--- src/rtl/syscall_console.sv ---
// syscall_console: responder for the CPU SYSCALL halt/GO handshake.
// Latches the CPU display word on each halt entry and shows it on an 8-digit
// multiplexed seven-segment display. A debounced press of btn_go returns a
// single-cycle GO pulse. Optional auto-continue timer: CONSOLE_AUTO_RUN_EN.
module syscall_console #(
  parameter int SCAN_DIV        = 50000,
  parameter int DEBOUNCE_CYCLES = 500000,
  parameter int AUTO_WAIT       = 50000000
) (
  input  logic        clk,
  input  logic        CLR,
  input  logic        halt,
  input  logic [31:0] display,
  input  logic        btn_go,
  input  logic        auto_mode,
  output logic        GO,
  output logic [7:0]  seg,
  output logic [7:0]  an,
  output logic [31:0] shown,
  output logic [15:0] halt_count
);

  localparam int SCAN_W = (SCAN_DIV > 1) ? $clog2(SCAN_DIV) : 1;
  localparam int DEB_W  = (DEBOUNCE_CYCLES > 1) ? $clog2(DEBOUNCE_CYCLES) : 1;

  typedef enum logic [1:0] {
    ST_RUN       = 2'd0,
    ST_HALTED    = 2'd1,
    ST_RELEASE   = 2'd2,
    ST_WAIT_DROP = 2'd3
  } state_t;

  state_t             state_r, next_state_s;
  logic               sync1_r, sync2_r;
  logic               db_r, db_d_r;
  logic [DEB_W-1:0]   db_cnt_r;
  logic               press_s, expire_s, capture_s, go_next_s;
  logic               go_r;
  logic [31:0]        shown_r;
  logic [15:0]        halt_count_r;
  logic [SCAN_W-1:0]  scan_cnt_r;
  logic [2:0]         scan_idx_r;
  logic [7:0]         seg_r, an_r;

  // Active-low hex decode, dp always off.
  function automatic logic [7:0] hex7(input logic [3:0] n);
    case (n)
      4'h0: hex7 = 8'hC0;  4'h1: hex7 = 8'hF9;  4'h2: hex7 = 8'hA4;  4'h3: hex7 = 8'hB0;
      4'h4: hex7 = 8'h99;  4'h5: hex7 = 8'h92;  4'h6: hex7 = 8'h82;  4'h7: hex7 = 8'hF8;
      4'h8: hex7 = 8'h80;  4'h9: hex7 = 8'h90;  4'hA: hex7 = 8'h88;  4'hB: hex7 = 8'h83;
      4'hC: hex7 = 8'hC6;  4'hD: hex7 = 8'hA1;  4'hE: hex7 = 8'h86;  4'hF: hex7 = 8'h8E;
      default: hex7 = 8'hFF;
    endcase
  endfunction

  // Two-flop synchroniser for the raw button.
  always_ff @(posedge clk or posedge CLR) begin
    if (CLR) begin
      sync1_r <= 1'b0;
      sync2_r <= 1'b0;
    end else begin
      sync1_r <= btn_go;
      sync2_r <= sync1_r;
    end
  end

  // Debouncer: accept a new level only after it has disagreed for DEBOUNCE_CYCLES cycles.
  always_ff @(posedge clk or posedge CLR) begin
    if (CLR) begin
      db_r     <= 1'b0;
      db_d_r   <= 1'b0;
      db_cnt_r <= {DEB_W{1'b0}};
    end else begin
      db_d_r <= db_r;
      if (sync2_r != db_r) begin
        if (db_cnt_r == DEB_W'(DEBOUNCE_CYCLES - 1)) begin
          db_r     <= sync2_r;
          db_cnt_r <= {DEB_W{1'b0}};
        end else begin
          db_cnt_r <= db_cnt_r + 1'b1;
        end
      end else begin
        db_cnt_r <= {DEB_W{1'b0}};
      end
    end
  end

  assign press_s = db_r & ~db_d_r;

`ifdef CONSOLE_AUTO_RUN_EN
  localparam int AUTO_W = (AUTO_WAIT > 1) ? $clog2(AUTO_WAIT) : 1;
  logic [AUTO_W-1:0] auto_cnt_r;

  assign expire_s = (state_r == ST_HALTED) && auto_mode &&
                    (auto_cnt_r == AUTO_W'(AUTO_WAIT - 1));

  // Auto-run timer: counts only while parked in HALTED with auto_mode set.
  always_ff @(posedge clk or posedge CLR) begin
    if (CLR) begin
      auto_cnt_r <= {AUTO_W{1'b0}};
    end else if ((state_r == ST_HALTED) && auto_mode && (next_state_s == ST_HALTED)) begin
      auto_cnt_r <= auto_cnt_r + 1'b1;
    end else begin
      auto_cnt_r <= {AUTO_W{1'b0}};
    end
  end
`else
  logic unused_auto_s;
  assign unused_auto_s = auto_mode;
  assign expire_s      = 1'b0;
`endif

  // FSM state register.
  always_ff @(posedge clk or posedge CLR) begin
    if (CLR) begin
      state_r <= ST_RUN;
    end else begin
      state_r <= next_state_s;
    end
  end

  // FSM next-state logic.
  always_comb begin
    next_state_s = state_r;
    case (state_r)
      ST_RUN:       if (halt) next_state_s = ST_HALTED; else next_state_s = ST_RUN;
      ST_HALTED:    if (press_s || expire_s) next_state_s = ST_RELEASE; else next_state_s = ST_HALTED;
      ST_RELEASE:   next_state_s = ST_WAIT_DROP;
      ST_WAIT_DROP: if (!halt) next_state_s = ST_RUN; else next_state_s = ST_WAIT_DROP;
      default:      next_state_s = ST_RUN;
    endcase
  end

  // FSM output decode: capture strobe and next-cycle GO level.
  always_comb begin
    capture_s = 1'b0;
    go_next_s = 1'b0;
    case (state_r)
      ST_RUN:    begin capture_s = halt; go_next_s = 1'b0; end
      ST_HALTED: begin capture_s = 1'b0; go_next_s = (next_state_s == ST_RELEASE); end
      default:   begin capture_s = 1'b0; go_next_s = 1'b0; end
    endcase
  end

  // Registered GO, display latch and halt-entry counter.
  always_ff @(posedge clk or posedge CLR) begin
    if (CLR) begin
      go_r         <= 1'b0;
      shown_r      <= 32'h0000_0000;
      halt_count_r <= 16'h0000;
    end else begin
      go_r <= go_next_s;
      if (capture_s) begin
        shown_r      <= display;
        halt_count_r <= halt_count_r + 16'h0001;
      end
    end
  end

  // Digit scan timer and index.
  always_ff @(posedge clk or posedge CLR) begin
    if (CLR) begin
      scan_cnt_r <= {SCAN_W{1'b0}};
      scan_idx_r <= 3'd0;
    end else if (scan_cnt_r == SCAN_W'(SCAN_DIV - 1)) begin
      scan_cnt_r <= {SCAN_W{1'b0}};
      scan_idx_r <= scan_idx_r + 3'd1;
    end else begin
      scan_cnt_r <= scan_cnt_r + 1'b1;
    end
  end

  // Registered digit enable and segment pattern, updated on the same edge.
  always_ff @(posedge clk or posedge CLR) begin
    if (CLR) begin
      an_r  <= 8'hFE;
      seg_r <= 8'hC0;
    end else begin
      an_r  <= ~(8'd1 << scan_idx_r);
      seg_r <= hex7(shown_r[{scan_idx_r, 2'b00} +: 4]);
    end
  end

  assign GO         = go_r;
  assign shown      = shown_r;
  assign halt_count = halt_count_r;
  assign seg        = seg_r;
  assign an         = an_r;

endmodule

--- config.mk ---
export PLATFORM = sky130hd
export DESIGN_NAME = syscall_console
export DESIGN_NICKNAME = d
export VERILOG_FILES = /design/src/rtl/syscall_console.sv
export SDC_FILE = /design/constraint.sdc
export NUM_CORES = 1
export LEC_CHECK = 0
export ABC_AREA = 1
export CORE_MARGIN = 8
export CORE_UTILIZATION = 40
export DETAILED_ROUTE_END_ITERATION = 12
export DONT_BUFFER_PORTS = 1
export RECOVER_POWER = 25
export SLEW_MARGIN = 30
export SYNTH_ARGS = -nofsm -noshare
export SYNTH_HDL_FRONTEND = slang
export SYNTH_SLANG_ARGS = --single-unit
--- constraint.sdc ---
create_clock -name clk -period 3.9 [get_ports clk]
set_input_delay 0.78 -clock clk [delete_from_list [all_inputs] [get_ports clk]]
set_output_delay 0.78 -clock clk [all_outputs]
set_load 0.01 [all_outputs]
Figure 1. Close-up of the layout (run 1).
Region (51, 51) to (81, 81) um. Cells in grey, sequential cells in the stronger grey; small squares are vias.
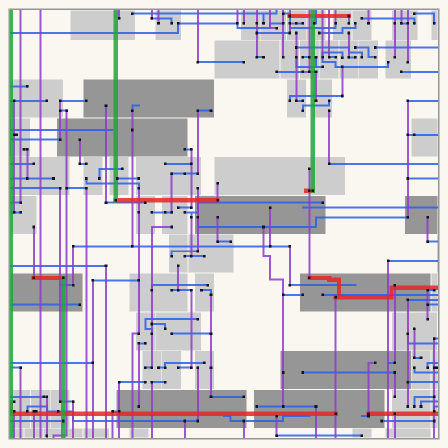
[M2] purple
[M3] red
[M1] blue
[M4] green
most frequent: nand2_1 (12), nor2_1 (8), dfrtp_1 (8)
sequential cells in the window: 8
cells with their middle in the window: 50
netlist names of flops here include: scan_cnt_r (5), db_cnt_r (3)

Figure 2. Routed metal per tile (run 1).
Scale: 2 px per um. The die is cut into 26 by 26 equal tiles; dark purple is low, yellow is high, scaled to the fullest tile. Values are wire area over tile area, all layers added.
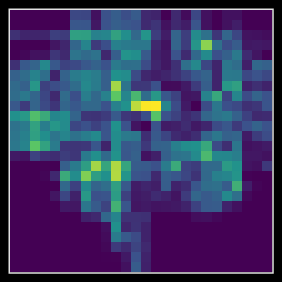
densest ninth of the die: centre
mean over tiles: 0.11
nearly empty tiles: 28%

==> flow_summary_export.csv, run 1 <==
group,metric,value,unit
power_and_ir_drop,pg_clk,1.03,mW
clock_tree,cts_sinks,108,
logic_synthesis,async_flop_share,1.00,
logic_synthesis,synth.cellmix.simpleShare,0.275,
final_timing,period_needed,2.44,ns
floorplan,ios,102,
power_and_ir_drop,p_comb_frac,0.014,
critical_path,worstSetupPathType,"flip-flop to flip-flop",
global_route,grt_first_pass_wirelength,19100,um
logic_synthesis,ys_seq_frac,0.512,
logic_synthesis,synth-adder-area-share,0.0331,
layout,seqCellArea,0.00271,mm^2
worst_hold_path,hold_start,"sync1_r$_DFF_PP0_",
clock_tree,cts_tree,"built",
layout,n_antenna_cell,0,
final_timing,timing.hold.ws,0.368,ns
placement,port_buffers,0,
drt,drt_iter0_drc,247,
layout,finish.net_count,672,
critical_path,worst-r2r-setup-slack,1.46,ns
final_timing,relSlewSlack,-0.191,
floorplan,initCoreUtil,0.405,
final_timing,final-setup-viol-count,0,
power_and_ir_drop,seq_cell_power,1.13,mW
layout,non_clock_buffer_count,2,
logic_synthesis,yosys_area,0.00530,mm^2
global_route,grt_max_degree,87,
critical_path,cp.required,4.13,ns
critical_path,crit_chain,"inv_1 > nand2_1 > nand3_1 > nand3_1 > nand2_1 > inv_1 > ha_1 > nand3_1 > nand3_1 > nand2_1",
clock_tree,cts_root_buf,"clkbuf_16",
critical_path,rr_startpoint,"scan_idx_r[0]$_DFFE_PP0N_",
worst_hold_path,hp-class,"flip-flop to flip-flop",
logic_synthesis,synth_cell_types,37,
layout,inv_count,87,
drt,ant_nets,0,
layout,fin_cells,801,
worst_hold_path,hold_end,"sync2_r$_DFF_PP0_",
critical_path,rr_endpoint,"seg[4]$_DFF_PP0_",
critical_path,cp_slowest_cell,"dfrtp_1",
layout,buf_share,0.00259,
final_timing,hold_viol_final,0,
logic_synthesis,synth.cell_area,0.00530,mm^2
outcome,outcome,"finished, violations left",
power_and_ir_drop,power_density,378,mW/mm^2
flow_run,max_cap_violations,1,
logic_synthesis,syn_nets,673,
critical_path,reg2reg_depth,10,
drt,drc,0,
floorplan,core_area,0.0131,mm^2
power_and_ir_drop,vdd_drop_max,0.344,mV
clock_tree,insertion_delay,0.35,ns
layout,area_delta_synth_final,9.28,%
logic_synthesis,edf_count,0,
final_timing,rsz0062_at_grt,"no",
clock_tree,cts_max_level,3,
logic_synthesis,ys_top_logic_family,"simple AND/OR/NAND/NOR gates",
final_timing,slew_violations,87,
outcome,violations,"max-capacitance violations, max-slew violations",
critical_path,path_max_fanout,23,
layout,comb_area_frac,0.376,
critical_path,critical_path_cell_count,10,
final_timing,finClkSkew,0.00693,ns
clock_tree,path_clk_slew,0.07,ns
final_timing,final.setup.tns,0,ns
logic_synthesis,ys_sh_aoi,0.0484,
critical_path,worst-path-buf-inv,2,
critical_path,cp_data_arrival_time,2.67,ns
layout,layout.area.comb,0.00218,mm^2
critical_path,worstSetupStartpoint,"scan_idx_r[0]$_DFFE_PP0N_",
floorplan,rows,42,
power_and_ir_drop,power_leakage,2.84,nW
logic_synthesis,synthCells,622,
global_route,grt_pass1_vias,3867,
floorplan,taps,176,
critical_path,cp_common_cell,"nand3_1",
placement,dpl_worst_slack,1.43,ns
final_timing,timing.fmax,0.411,GHz
final_timing,layout_setup_ws,1.46,ns
logic_synthesis,xor_share,0.0413,
floorplan,die-area,0.0172,mm^2
final_timing,tightest_slew,1.78,ns
layout,num-clock-buffers,9,
layout,ff_count,108,
power_and_ir_drop,switchingPower,435,uW
final_timing,finalClockPeriodUsage,0.624,
placement,dpl.hpwl,8660,um
Figure 3. Signal wires by layer (run 1).
Scale: 3 px per um. Only two layers are drawn.
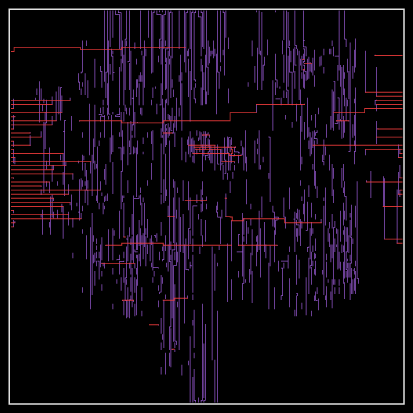
[M3] red | wire length: 864 um
[M2] purple | wire length: 5320 um
WL final: 11500 um
via count: 3872
all-layer global routing usage: 0.137
Wirelength per Cell: 14.4 um

## run 1: cells in the final DEF, fill, tap and decap left out, types with 2 or more instances in the layout
cell,n
a21oi_1,33
buf_4,2
bufinv_16,3
clkbuf_16,9
clkinvlp_4,2
dfrtp_1,100
dfstp_2,8
ha_1,14
inv_1,82
inv_2,4
mux2_2,6
nand2_1,133
nand2_2,6
nand3_1,54
nand3_2,3
nand3b_1,5
nand4_1,8
nor2_1,82
nor2_2,5
nor2_4,2
nor3_1,9
nor3_2,2
nor3b_1,3
o211ai_1,2
o21ai_0,9
o21ai_1,2
o21bai_1,2
xnor2_1,10
xor2_1,15
## run 1: cells in the mapped netlist (all sizes together) (8+ instances only)
cell,count,area (um^2)
nor2,89,362
nor3,12,81.3
buf,11,72.6
dfrtp,100,2500
o21ai,11,55.1
nand4,8,50.1
inv,87,327
dfstp,8,210
ha,14,175
nand3,57,300
a21oi,33,165
nand2,139,537
xor2,15,131
xnor2,10,87.6
## run 1: registers in the layout (all words and copies together) (netlist names)
register / count
shown: 32
state_r: 2
sync2_r: 1
db_r: 1
db_cnt_r: 19
GO: 1
halt_count: 16
scan_cnt_r: 16
seg: 7
db_d_r: 1
sync1_r: 1
an: 8
scan_idx_r: 3
## run 1: through the flow
step / util / power [mW]
2_1_floorplan: - / 1.17
3_3_place_gp: 0.417 / 1.18
3_5_place_dp: 0.417 / 1.18
4_1_cts: 0.443 / 2.23
5_1_grt: 0.443 / 2.27
6_report: 0.443 / 2.19
## run 1: per-layer routing
layer	track usage	part of all wire	vias up
met4	0.0516	0.020	0
met3	0.0606	0.075	14
met2	0.216	0.46	101
met5	0	0	-
li1	-	-	1952
met1	0.161	0.44	1805
Figure 4. Placement view (run 1).
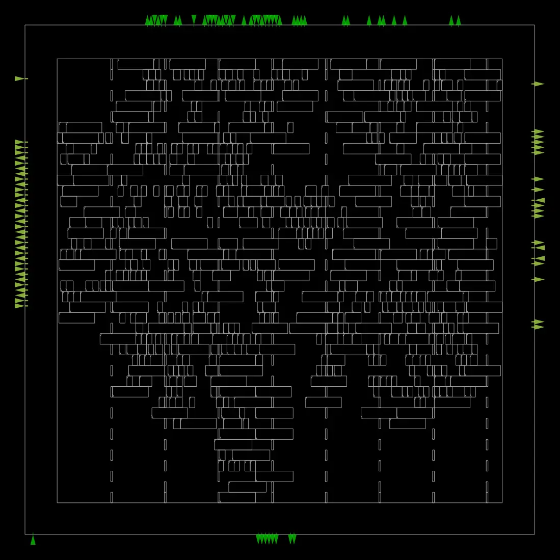

==> run 2: changes to the inputs <==
==> constraint.sdc (replaced) <==
create_clock -name clk -period 2.3 [get_ports clk]
set_input_delay 0.46 -clock clk [delete_from_list [all_inputs] [get_ports clk]]
set_output_delay 0.46 -clock clk [all_outputs]
set_load 0.01 [all_outputs]
Figure 5. Placement view (run 2).
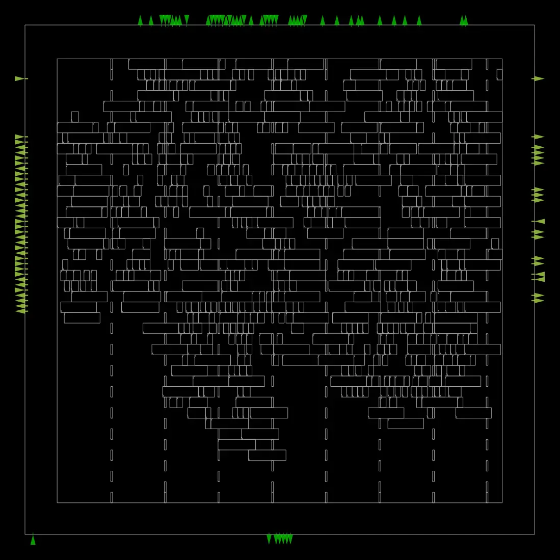
sequential cell count: 108
core area: 0.0131 mm^2

Figure 6. Routed metal per tile (run 2).
Scale: 2 px per um. The die is cut into 26 by 26 equal tiles; dark purple is low, yellow is high, scaled to the fullest tile. Values are wire area over tile area, all layers added.
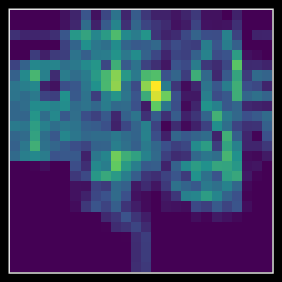
emptiest ninth of the die: south-west
nearly empty tiles: 31%
fullest tile: 0.53
tiles over half the peak: 8.6%
mean over tiles: 0.11
densest ninth of the die: north
Wirelength per Cell: 14.4 um
WL final: 11600 um
all-layer global routing usage: 0.137
via count: 3902

==> flow_summary_export.csv, run 2 <==
group,metric,value,unit
outcome,outcome,"complete, no violations",
global_route,grt_pass1_vias,3826,
final_timing,rsz0062_at_grt,"no",
clock_tree,cts_sinks,108,
drt,drt_iter0_drc,212,
global_route,grt.met3_usage,0.0602,
critical_path,worst-path-buf-inv,2,
critical_path,worst-r2r-setup-slack,0.30,ns
critical_path,cp_common_cell,"nand2_1",
drt,drc,0,
worst_hold_path,hp-class,"input port to flip-flop",
power_and_ir_drop,seq_cell_power,1.91,mW
global_route,grt_first_pass_wirelength,19300,um
power_and_ir_drop,switchingPower,714,uW
final_timing,final.setup.tns,0,ns
power_and_ir_drop,power_density,608,mW/mm^2
worst_hold_path,hold_end,"sync1_r$_DFF_PP0_",
logic_synthesis,synth.cell_area,0.00530,mm^2
logic_synthesis,edf_count,0,
layout,finish.net_count,678,
placement,dpl_worst_slack,0.322,ns
logic_synthesis,syn_nets,673,
critical_path,cp_slowest_cell,"dfrtp_1",
clock_tree,cts_tree,"built",
logic_synthesis,synth_cell_types,37,
critical_path,cp.required,2.54,ns
logic_synthesis,top_cells_by_count,"133 x nand2_1, 100 x dfrtp_1, 82 x inv_1, 82 x nor2_1, 54 x nand3_1",
logic_synthesis,ys_seq_frac,0.512,
logic_synthesis,synthCells,622,
power_and_ir_drop,power_leakage,2.84,nW
floorplan,ios,102,
final_timing,finClkSkew,0.00930,ns
clock_tree,path_clk_slew,0.07,ns
drt,wl_met1,5120,um
layout,area_delta_synth_final,9.37,%
layout,final_layout_top_logic_cells,"133 x nand2_1, 100 x dfrtp_1, 82 x inv_1, 82 x nor2_1, 54 x nand3_1",
global_route,top_usage_layer,"met2",
critical_path,rr_startpoint,"scan_idx_r[0]$_DFFE_PP0N_",
final_timing,relSlewSlack,0.356,
global_route,met1_usage,0.168,
placement,port_buffers,0,
final_timing,slew_violations,0,
final_timing,layout_setup_ws,0.297,ns
logic_synthesis,synth_top_cell_by_count,"nand2_1",
placement,dpl.hpwl,8820,um
layout,largest_register_ffs,32,
global_route,grt_max_degree,58,
logic_synthesis,yosys-top-cells-area,"dfrtp_1 47%, nand2_1 9.4%, inv_1 5.8%",
power_and_ir_drop,p_comb_frac,0.015,
logic_synthesis,synth_area_leader_cell,"dfrtp_1",
power_and_ir_drop,pg_clk,1.56,mW
critical_path,path_max_fanout,16,
logic_synthesis,yosys_area,0.00530,mm^2
floorplan,initCoreUtil,0.405,
clock_tree,insertion_delay,0.35,ns
floorplan,rows,42,
clock_tree,cts_root_buf,"clkbuf_16",
drt,route.met2.wl,5460,um
critical_path,crit_chain,"inv_1 > nand2_1 > nand3_1 > nand3_1 > nand2_1 > inv_1 > ha_1 > nand3_1 > nand2_1 > nand2_1 > nand2_1",
drt,met3_length,924,um
critical_path,reg2reg_depth,11,
logic_synthesis,async_flop_share,1.00,
floorplan,die-area,0.0172,mm^2
drt,routed.top_layer,"met4",
final_timing,final-setup-viol-count,0,
drt,ant_nets,0,
power_and_ir_drop,total_power,3.53,mW
Figure 7. Gate families picked out (run 2).
Scale: 3 px per um.
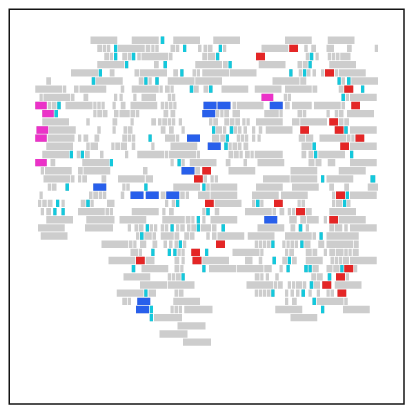
[inv cells] cyan | cells: 87
[mux cells] magenta | cells: 6
[xor and xnor cells] red | cells: 25
[fa/ha/maj cells] blue | cells: 14
highest-count logic cell in the final layout: nand2_1
combinational fraction of the cell area: 0.376
final non-filler cell total: 807

## run 2: cell counts after synthesis
Identical to the previous run, type by type.
## run 2: cell type report
type                            instances  area [um^2]  share of cell area
Timing Repair Buffer                    8         56.3             0.00971
Sequential cell                       108         2710               0.468
Clock inverter                          3         46.3             0.00799
Tap cell                              176          220              0.0380
Multi-Input combinational cell        413         2180               0.376
Inverter                               87          328              0.0566
Clock buffer                           12          256              0.0442
## run 2: what timing repair did
item                                   in CTS  in global routing
endpoints found under the hold margin      12                  0
hold buffers                                1                  0
resized                                     0                  0
## run 2: worst max path at each step
| stage | from | endpoint | slack [ns] | depth (start not counted) |
|---|---|---|---|---|
| 4_1_cts | scan_idx_r[0]$_DFFE_PP0N_ | seg[3]$_DFF_PP0_ | 0.32 | 11 |
| 2_1_floorplan | CLR | GO$_DFF_PP0_ | 0.55 | 1 |
| 5_1_grt | CLR | shown[26]$_DFFE_PP0P_ | 0.11 | 3 |
| 6_report | scan_idx_r[0]$_DFFE_PP0N_ | seg[3]$_DFF_PP0_ | 0.30 | 11 |
| 3_3_place_gp | scan_idx_r[0]$_DFFE_PP0N_ | seg[5]$_DFF_PP0_ | 0.41 | 11 |
| 3_5_place_dp | scan_idx_r[0]$_DFFE_PP0N_ | seg[3]$_DFF_PP0_ | 0.32 | 11 |
## run 2: cell families after synthesis
kind of cell,count (synthesis),share of synthesized area
other,1,0.000708
flip-flops,108,0.512
adder cells (fa/ha/maj),14,0.0331
XOR/XNOR,25,0.0413
AND-OR/OR-AND,49,0.0484
multiplexers,6,0.0127
AND/OR/NAND/NOR,318,0.275
buffers and inverters,101,0.0774
Figure 8. Signal wires by layer (run 2).
Scale: 3 px per um. Only two layers are drawn.
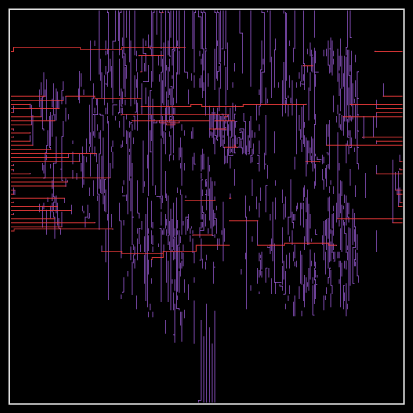

==> run 3: changes to the inputs <==
--- a/config.mk
+++ b/config.mk
@@ -5,8 +5,6 @@
 export SDC_FILE = /design/constraint.sdc
 export NUM_CORES = 1
 export LEC_CHECK = 0
-export ABC_AREA = 1
-export CORE_MARGIN = 8
 export CORE_UTILIZATION = 40
 export DETAILED_ROUTE_END_ITERATION = 12
 export DONT_BUFFER_PORTS = 1
Figure 9. Signal wires by layer (run 3).
Scale: 3 px per um. Only two layers are drawn.
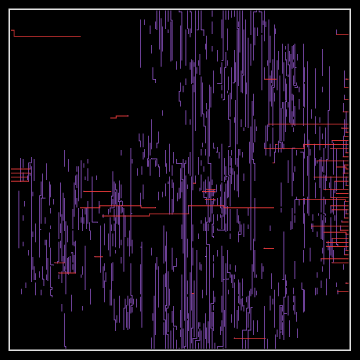
[M3] red | wire length: 417 um
[M2] purple | wire length: 4760 um
WL final: 9550 um
via count: 3109
all-layer global routing usage: 0.164
Wirelength per Cell: 16.9 um

Figure 10. Routed metal per tile (run 3).
Scale: 2 px per um. The die is cut into 23 by 23 equal tiles; dark purple is low, yellow is high, scaled to the fullest tile. Values are wire area over tile area, all layers added.
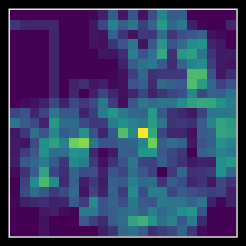
nearly empty tiles: 21%
mean over tiles: 0.12
tiles over half the peak: 8.1%
fullest tile: 0.54
emptiest ninth of the die: north-west

Figure 11. Placement view (run 3).
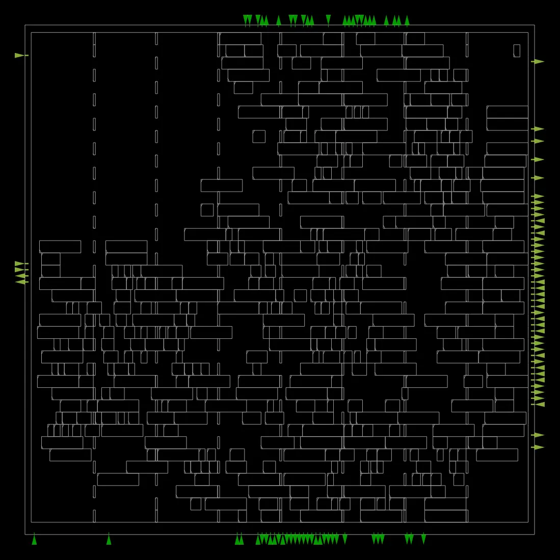
fill count: 1092
final non-filler cell total: 566
core area: 0.0120 mm^2
final core occ: 0.456

==> flow_summary_export.csv, run 3 <==
group,metric,value,unit
outcome,outcome,"complete, no violations",
drt,viasPerCell,5.49,
floorplan,ios,102,
logic_synthesis,syn_nets,452,
clock_tree,insertion_delay,0.35,ns
final_timing,finClkSkew,0.00460,ns
floorplan,die_h,113,um
drt,ant_nets,0,
final_timing,timing.hold.ws,0.135,ns
layout,largest_register_ffs,32,
power_and_ir_drop,pg_clk,1.42,mW
critical_path,crit_family,"flip-flops",
power_and_ir_drop,total_power,4.53,mW
power_and_ir_drop,power_leakage,2.37,nW
floorplan,rows,40,
logic_synthesis,synth_area_leader_cell,"dfrtp_1",
logic_synthesis,synth_cell_types,45,
critical_path,cp-start-kind,"flip-flop",
layout,non_clock_buffer_count,15,
drt,drt_iter0_drc,131,
logic_synthesis,async_flop_share,1.00,
layout,layout.area.comb,0.00212,mm^2
layout,seqCellArea,0.00271,mm^2
clock_tree,cts_root_buf,"clkbuf_16",
clock_tree,cts_max_level,3,
layout,final_cell_area,0.00548,mm^2
clock_tree,cts_hold_buf,0,
placement,place.gp.congestion,0.891,
logic_synthesis,synth_top_area_share,0.506,
flow_run,warning_count,35,
clock_tree,clockBufferDepth,2,
final_timing,finalClockPeriodUsage,0.943,
final_timing,tightest_slew,1.37,ns
critical_path,cp_slowest_cell,"dfrtp_1",
layout,n_antenna_cell,0,
placement,dpl.hpwl,7000,um
worst_hold_path,hp-class,"input port to flip-flop",
clock_tree,path_clk_slew,0.07,ns
global_route,grt_first_pass_wirelength,16100,um
drt,drc,0,
drt,dr.pass1.iters,6,
power_and_ir_drop,seq_cell_power,2.51,mW
logic_synthesis,yosys-top-cells-area,"dfrtp_1 51%, mux2_2 8.4%, xor2_1 4.6%",
logic_synthesis,syn_avg_cell_area,12.3,um^2
layout,largest_cell_class,"sequential cells",
global_route,met1_usage,0.204,
critical_path,crit_chain,"mux4_2 > mux2i_2 > buf_4 > inv_1 > ha_1 > and3_1 > a211o_1",
final_timing,final.setup.tns,0,ns
floorplan,initCoreUtil,0.412,
layout,final_layout_top_logic_cells,"100 x dfrtp_1, 37 x mux2_2, 29 x nor2_1",
power_and_ir_drop,clkPwrFrac,0.314,
critical_path,critPathCaptureType,"flip-flop",
critical_path,cp.required,2.53,ns
power_and_ir_drop,switchingPower,1.28,mW
logic_synthesis,ys.flops,108,
logic_synthesis,synth_top_cell_by_count,"dfrtp_1",
power_and_ir_drop,powerComb,594,uW
global_route,grt.overflow.total,0,
floorplan,taps,147,
layout,comb_area_frac,0.387,
clock_tree,cts_buffers,9,
floorplan,die_w,113,um
critical_path,crit_path_max_incr_delay,0.65,ns
logic_synthesis,edf_count,0,
power_and_ir_drop,vdd_drop_max,0.329,mV
critical_path,path_max_fanout,11,
global_route,top_usage_layer,"met2",
layout,post_route_cells_drive_above_1_share,0.215,
layout,buf_share,0.0249,
layout,lay_top_count,"dfrtp_1",
global_route,antenna_found_initial,0,
final_timing,slew_violations,0,
layout,finish.net_count,465,
layout,clock_area_frac,0.0495,
final_timing,layout_setup_ws,0.132,ns
layout,seq_share,0.495,
layout,num-clock-buffers,12,
logic_synthesis,flop_cell,"dfrtp_1",
layout,ff_count,108,
critical_path,worst-path-buf-inv,2,
clock_tree,cts_sinks,108,
layout,comb_cells,266,
clock_tree,cts_tree,"built",
logic_synthesis,synth.cell_area,0.00494,mm^2
placement,dp_cells,550,
power_and_ir_drop,intPower,3.25,mW
critical_path,cp_data_arrival_time,2.40,ns
power_and_ir_drop,p_comb_frac,0.131,
final_timing,period_needed,2.17,ns
global_route,grtUsageMet2,0.267,
power_and_ir_drop,switching_share,0.283,
global_route,grt.met3_usage,0.0418,
logic_synthesis,yosys_area,0.00494,mm^2
final_timing,relSlewSlack,0.0822,
final_timing,timing.fmax,0.461,GHz
floorplan,die-area,0.0128,mm^2
layout,area_delta_synth_final,10.9,%
logic_synthesis,ys_warn_count,0,
logic_synthesis,ys_cells,401,
final_timing,hold_viol_final,0,
global_route,grt_max_degree,35,
power_and_ir_drop,seqPwrFrac,0.555,
power_and_ir_drop,power_leader,"sequential cells",
final_timing,rsz0062_at_grt,"no",
placement,port_buffers,0,
logic_synthesis,synthCells,401,
power_and_ir_drop,power_density,826,mW/mm^2
flow_run,max_cap_violations,0,
logic_synthesis,top_cells_by_count,"100 x dfrtp_1, 37 x mux2_2, 29 x nor2_1",
global_route,grt_pass1_vias,3062,
placement,dpl_cell_area,0.00524,mm^2
placement,dpl_worst_slack,0.148,ns
logic_synthesis,ys_seq_frac,0.549,
clock_tree,cts_setup_buffers,0,
critical_path,worstSetupPathType,"flip-flop to flip-flop",
layout,inv_count,14,
final_timing,final-setup-viol-count,0,
==> run 3: cell types whose count changed after synthesis, moves of 11 or more <==
cell and change:
inv_1 -69, xor2_1 +11, nand2_1 -112, nand3_1 -34
mux2_2 +31, a21oi_1 -27, nor2_1 -53
==> run 3: worst reg2reg max path, stage by stage (launching register included) <==
cell	delay [ns]
dfrtp_1	0.65
mux4_2	0.39
mux2i_2	0.18
buf_4	0.18
inv_1	0.06
ha_1	0.22
and3_1	0.16
a211o_1	0.22
==> run 3: path summary, 6_finish.rpt <==
path                                      startpoint                       end  slack, ns  cells past startpoint
min in group asynchronous                        CLR  scan_cnt_r[15]$_DFF_PP0_       0.29                      1
min reg2reg                        sync1_r$_DFF_PP0_         sync2_r$_DFF_PP0_       0.35                      0
max in group asynchronous                        CLR      shown[6]$_DFFE_PP0P_       0.49                      2
max                        scan_idx_r[1]$_DFFE_PP0N_          seg[0]$_DFF_PP0_       0.13                      7
min                                           btn_go         sync1_r$_DFF_PP0_       0.13                      0
max reg2reg                scan_idx_r[1]$_DFFE_PP0N_          seg[0]$_DFF_PP0_       0.13                      7
==> run 3: per-layer routing <==
layer / vias to the layer above / part of all wire
met5: - / 0
met1: 1579 / 0.44
met4: 0 / 0.023
met2: 69 / 0.50
met3: 16 / 0.044
li1: 1445 / -
==> run 3: logic make-up after synthesis <==
| group | synth area share |
|---|---|
| and+or+nand+nor | 0.139 |
| DFF | 0.549 |
| muxes | 0.144 |
| xor gates and xnor gates | 0.0744 |
| buffers and inverters | 0.0238 |
| AOI/OAI and AO/OA | 0.0339 |
| adders and majority gates | 0.0354 |
| other | 0.000758 |
==> run 3: what timing repair did <==
item | 4_1_cts | 5_1_grt
hold endpoints to repair | 0 | 0
endpoints found under the setup margin | 0 | 2
gates resized | 0 | 2
Power is estimated from default activity; no workload was simulated.
